[config.mk]
export PLATFORM = sky130hd
export DESIGN_NAME = clock_time_counter
export DESIGN_NICKNAME = d
export VERILOG_FILES = /design/src/rtl/clock_pkg.sv /design/src/rtl/tick_gen.sv /design/src/rtl/clock_time_counter.sv
export SDC_FILE = /design/constraint.sdc
export NUM_CORES = 1
export LEC_CHECK = 0
export CELL_PAD_IN_SITES_DETAIL_PLACEMENT = 0
export CELL_PAD_IN_SITES_GLOBAL_PLACEMENT = 1
export CORE_MARGIN = 5
export CORE_UTILIZATION = 39
export CTS_CLUSTER_SIZE = 12
export DETAILED_ROUTE_END_ITERATION = 12
export DONT_BUFFER_PORTS = 1
export GPL_ROUTABILITY_DRIVEN = 0
export PLACE_DENSITY_LB_ADDON = 0.1
export SYNTH_ARGS = -nofsm -noshare
export SYNTH_HDL_FRONTEND = slang
export SYNTH_SLANG_ARGS = --single-unit
[constraint.sdc]
create_clock -name clk -period 2.32 [get_ports clk]
set_input_delay 0.348 -clock clk [delete_from_list [all_inputs] [get_ports clk]]
set_output_delay 0.348 -clock clk [all_outputs]
set_load 0.01 [all_outputs]
[src/rtl/clock_pkg.sv]
// Shared types and limits for the real-time clock time-keeping core.
package clock_pkg;

  typedef enum logic [1:0] {
    RUN      = 2'd0,
    SET_HOUR = 2'd1,
    SET_MIN  = 2'd2
  } state_t;

  localparam int unsigned TIME_W   = 6;
  localparam int unsigned SEC_MAX  = 59;
  localparam int unsigned MIN_MAX  = 59;
  localparam int unsigned HOUR_MAX = 23;

  function automatic logic [TIME_W-1:0] wrap_inc(input logic [TIME_W-1:0] v,
                                                 input logic [TIME_W-1:0] max);
    return (v == max) ? '0 : v + TIME_W'(1);
  endfunction

endpackage

[src/rtl/tick_gen.sv]
// 1 Hz prescaler (active while en) and edit blink divider (active while !en).
module tick_gen #(
  parameter int unsigned CLK_FREQ  = 50_000_000,
  parameter int unsigned BLINK_DIV = CLK_FREQ / 2
) (
  input  logic clk,
  input  logic rst,
  input  logic en,
  output logic tick,
  output logic blink
);

  localparam int unsigned PW = (CLK_FREQ > 2) ? $clog2(CLK_FREQ) : 1;
  localparam int unsigned BW = $clog2(BLINK_DIV + 1);

  logic [PW-1:0] presc_q;
  logic [BW-1:0] bcnt_q;
  logic          blink_q;

  // High during the last cycle of each second; the wrap happens on the next edge.
  assign tick  = en && (presc_q == PW'(CLK_FREQ - 1));
  assign blink = blink_q;

  always_ff @(posedge clk) begin
    if (rst) begin
      presc_q <= '0;
      bcnt_q  <= '0;
      blink_q <= 1'b0;
    end else if (en) begin
      presc_q <= tick ? '0 : presc_q + PW'(1);
      bcnt_q  <= '0;
      blink_q <= 1'b0;
    end else begin
      presc_q <= '0;
      if (bcnt_q == BW'(BLINK_DIV - 1)) begin
        bcnt_q  <= '0;
        blink_q <= ~blink_q;
      end else begin
        bcnt_q <= bcnt_q + BW'(1);
      end
    end
  end

endmodule

[src/rtl/clock_time_counter.sv]
// Hours/minutes/seconds counters with a RUN -> SET_HOUR -> SET_MIN edit state machine.
module clock_time_counter
  import clock_pkg::*;
#(
  parameter int unsigned CLK_FREQ  = 50_000_000,
  parameter int unsigned BLINK_DIV = CLK_FREQ / 2
) (
  input  logic              clk,
  input  logic              rst,
  input  logic              mode_btn,
  input  logic              inc_btn,
  output logic [TIME_W-1:0] seconds,
  output logic [TIME_W-1:0] minutes,
  output logic [TIME_W-1:0] hours,
  output logic              sec_pulse,
  output logic              edit_hours,
  output logic              edit_minutes,
  output logic              blink
);

  localparam logic [TIME_W-1:0] SecM  = TIME_W'(SEC_MAX);
  localparam logic [TIME_W-1:0] MinM  = TIME_W'(MIN_MAX);
  localparam logic [TIME_W-1:0] HourM = TIME_W'(HOUR_MAX);

  state_t            state_q, state_d;
  logic [TIME_W-1:0] sec_q, sec_d, min_q, min_d, hour_q, hour_d;
  logic              sec_pulse_q, edit_hours_q, edit_minutes_q;
  logic              tick, tick_rst;

  // Every state change restarts both dividers: blink phase begins at 0 on entry, and
  // leaving SET_MIN starts a full second.
  assign tick_rst = rst | mode_btn;

  tick_gen #(
    .CLK_FREQ (CLK_FREQ),
    .BLINK_DIV(BLINK_DIV)
  ) u_tick_gen (
    .clk  (clk),
    .rst  (tick_rst),
    .en   (state_q == RUN),
    .tick (tick),
    .blink(blink)
  );

  always_comb begin
    state_d = state_q;
    sec_d   = sec_q;
    min_d   = min_q;
    hour_d  = hour_q;
    unique case (state_q)
      RUN: begin
        if (tick) begin
          sec_d = wrap_inc(sec_q, SecM);
          if (sec_q == SecM) begin
            min_d = wrap_inc(min_q, MinM);
            if (min_q == MinM) hour_d = wrap_inc(hour_q, HourM);
          end
        end
        if (mode_btn) state_d = SET_HOUR;
      end
      SET_HOUR: begin
        if (mode_btn)     state_d = SET_MIN;
        else if (inc_btn) hour_d  = wrap_inc(hour_q, HourM);
      end
      SET_MIN: begin
        if (mode_btn) begin
          state_d = RUN;
          sec_d   = '0;
        end else if (inc_btn) begin
          min_d = wrap_inc(min_q, MinM);
        end
      end
      default: state_d = RUN;
    endcase
  end

  always_ff @(posedge clk) begin
    if (rst) begin
      state_q        <= RUN;
      sec_q          <= '0;
      min_q          <= '0;
      hour_q         <= '0;
      sec_pulse_q    <= 1'b0;
      edit_hours_q   <= 1'b0;
      edit_minutes_q <= 1'b0;
    end else begin
      state_q        <= state_d;
      sec_q          <= sec_d;
      min_q          <= min_d;
      hour_q         <= hour_d;
      sec_pulse_q    <= tick;
      edit_hours_q   <= (state_d == SET_HOUR);
      edit_minutes_q <= (state_d == SET_MIN);
    end
  end

  assign seconds      = sec_q;
  assign minutes      = min_q;
  assign hours        = hour_q;
  assign sec_pulse    = sec_pulse_q;
  assign edit_hours   = edit_hours_q;
  assign edit_minutes = edit_minutes_q;

endmodule
==> images/met1.png <==
Supply wires on this layer in grey.
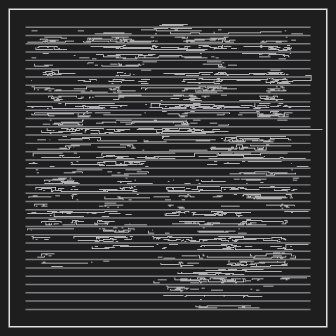
- longest straight run: 28.5 µm
- nets with wire on the layer: 413
- share of all routed wire: 52%
- main direction: horizontal
total routed wirelength: 7090 µm
via count: 2680
met1 GRT Util: 0.196

==> images/met2.png <==
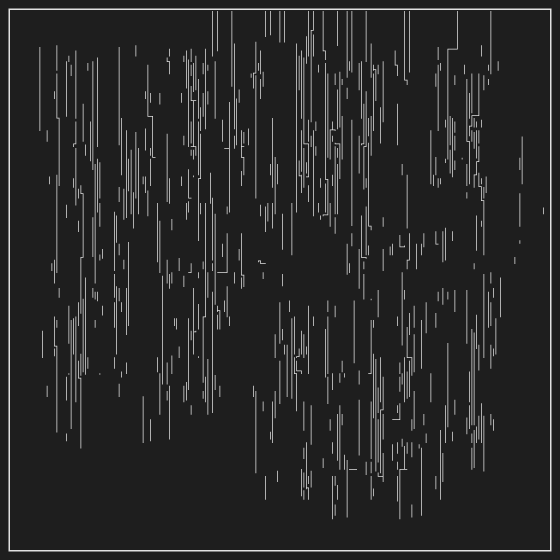
- longest straight run: 32.3 µm
- nets with wire on the layer: 325
- wire length on this layer: 3090 µm

==> images/met3.png <==
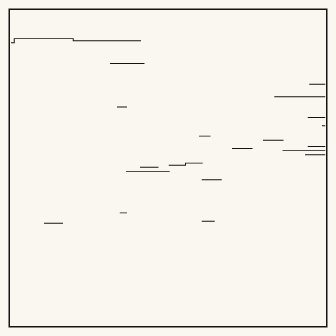
- wire length on this layer: 177 µm
- main direction: horizontal
- share of all routed wire: 2.5%
- longest straight run: 22.1 µm

==> images/met4.png <==
Bar = 20 µm. Supply wires on this layer in grey.
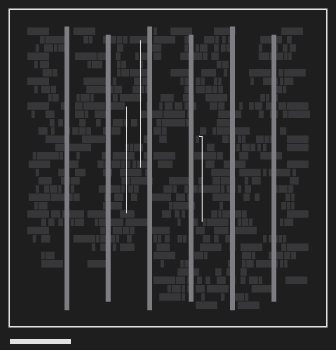
- share of all routed wire: 1.5%
- longest straight run: 41.5 µm
- wire length on this layer: 105 µm
- nets with wire on the layer: 2

[final cells by class]
type | instances | share of cell area
Inverter | 12 | 0.0117
Clock buffer | 13 | 0.0414
Tap cell | 108 | 0.0352
Clock inverter | 2 | 0.00912
Multi-Input combinational cell | 303 | 0.475
Sequential cell | 75 | 0.391
Timing Repair Buffer | 17 | 0.0365
[layer usage]
layer / track usage / vias up / part of all wire
li1: - / 1419 / -
met1: 0.196 / 1226 / 0.52
met2: 0.207 / 26 / 0.44
met3: 0.0286 / 9 / 0.025
met4: 0.0506 / 0 / 0.015
met5: 0 / - / 0
[power by group]
part	switching (mW)	internal, mW	total, mW
clock	0.465	0.550	1.02
sequential	0.0109	1.30	1.31
combinational	0.0427	0.0243	0.0670
total	0.519	1.87	2.39
==> impl_metrics.csv <==
group,metric,value,unit
final_timing,min_period,2.21,ns
critical_path,rr_startpoint,"u_tick_gen.presc_q[9]",
synthesis,synth_area,0.00341,mm²
min_path,hold_path_class,"in -> reg",
finish,drive_gt1_frac,0.0924,
synthesis,simple_gate_area_frac,0.317,
finish,final_core_util,0.445,
clock_network,numCtsBuffers,9,
clock_network,cts_setup_buffers,0,
finish,largest_register,"u_tick_gen.presc_q",
drt,drt_pass1_iterations,4,
critical_path,r2r_slack,0.11,ns
synthesis,synth-edff-count,0,
critical_path,critPathBufInv,0,
synthesis,yosys.area.top_type,"dfxtp_1",
critical_path,crit_end,"seconds[2]",
synthesis,ys.flop_type,"dfxtp_1",
finish,regArea,0.00150,mm²
clock_network,ctsResizeCount,0,
grt,antenna_found_initial,0,
drt,avgRoutedWirePerCell,13.4,µm
final_timing,finalClockSkew,0.00735,ns
power,p_total,2.39,mW
clock_network,cts_hold_buffers,0,
power,power.leakage,1.24,nW
clock_network,cts_tree,"yes",
finish,largestRegisters,"u_tick_gen.presc_q x26, u_tick_gen.bcnt_q x25",
synthesis,yosysWarnings,0,
synthesis,postSynthAreaPerCell,8.53,µm²
flow_run,tool_warnings,26,
final_timing,max_freq,452,MHz
placed_design,post_dp_cell_area,0.00365,mm²
finish,stdcell_count,530,
outcome,outcome,"finished, final reports clean",
critical_path,path_cells,"nor4b_4 -> nand3_2 -> or4_1 -> or4b_1 -> a21oi_1",
synthesis,synth_cell_types,42,
floorplan,fp.coreArea,0.00864,mm²
final_timing,drv_slew,0,
critical_path,critPathArrivalTime,2.49,ns
clock_network,cts_max_level,3,
min_path,hold_depth,1,
grt,grt_util_all_layers,0.138,
drt,drcViolationCount,0,
final_timing,setup_viol,0,
grt,grt-ovfl-total,0,
final_timing,slew_headroom,0.689,
flow_run,max-cap-violations,0,
placed_design,dp_hpwl,4980,µm
synthesis,synthTopCellsByCount,"dfxtp_1, nor2_1, nand2_1",
synthesis,topCellsByArea,"dfxtp_1, nor2_1, xnor2_1",
synthesis,postSynthNetCount,409,
grt,grt_max_degree,27,
critical_path,max_stage_delay,0.62,ns
synthesis,ys_area,0.00341,mm²
synthesis,synth_top_cell_by_count,"dfxtp_1",
critical_path,cpMaxStageDelayCell,"or4_1",
floorplan,fp-utilization,0.395,
final_timing,hold_viol_final,0,
finish,logic_area,0.00183,mm²
finish,fin_area,0.00384,mm²
power,power_density,622,mW/mm²
critical_path,rr_worst_depth,5,
finish,fillers,894,
critical_path,worstSetupEndpointType,"flop",
critical_path,worst_ep_required_time,2.59,ns
floorplan,die_area,0.0107,mm²
critical_path,worstSetupStartpoint,"u_tick_gen.presc_q[9]",
grt,grt_pass1_vias,2545,
clock_network,clockRootBuffer,"clkbuf_8",
synthesis,yosys.area.top_type_share,0.440,
finish,n_antenna_cell,0,
floorplan,ios,26,
final_timing,worst_slack,0.107,ns
placed_design,pre_cts_ws,0.156,ns
final_timing,whs,0.0791,ns
synthesis,ys_seq_frac,0.440,
drt,drt_iter0_drc,63,
floorplan,die_x,104,µm
finish,largest_reg_flops,26,
clock_network,clk_latency,0.34,ns
power,ir_drop,0.000257,V
synthesis,netlist_instances,400,
critical_path,timing.rr.end,"seconds[2]",
final_timing,worst_pin_slew,0.466,ns
critical_path,cp.depth,5,
synthesis,ys.flops,75,
critical_path,cp-start-kind,"flop",
synthesis,top_logic_kind,"simple AND/OR/NAND/NOR gates",
finish,nNetsFinal,427,
floorplan,rows,34,
Power is estimated from default activity; no workload was simulated.
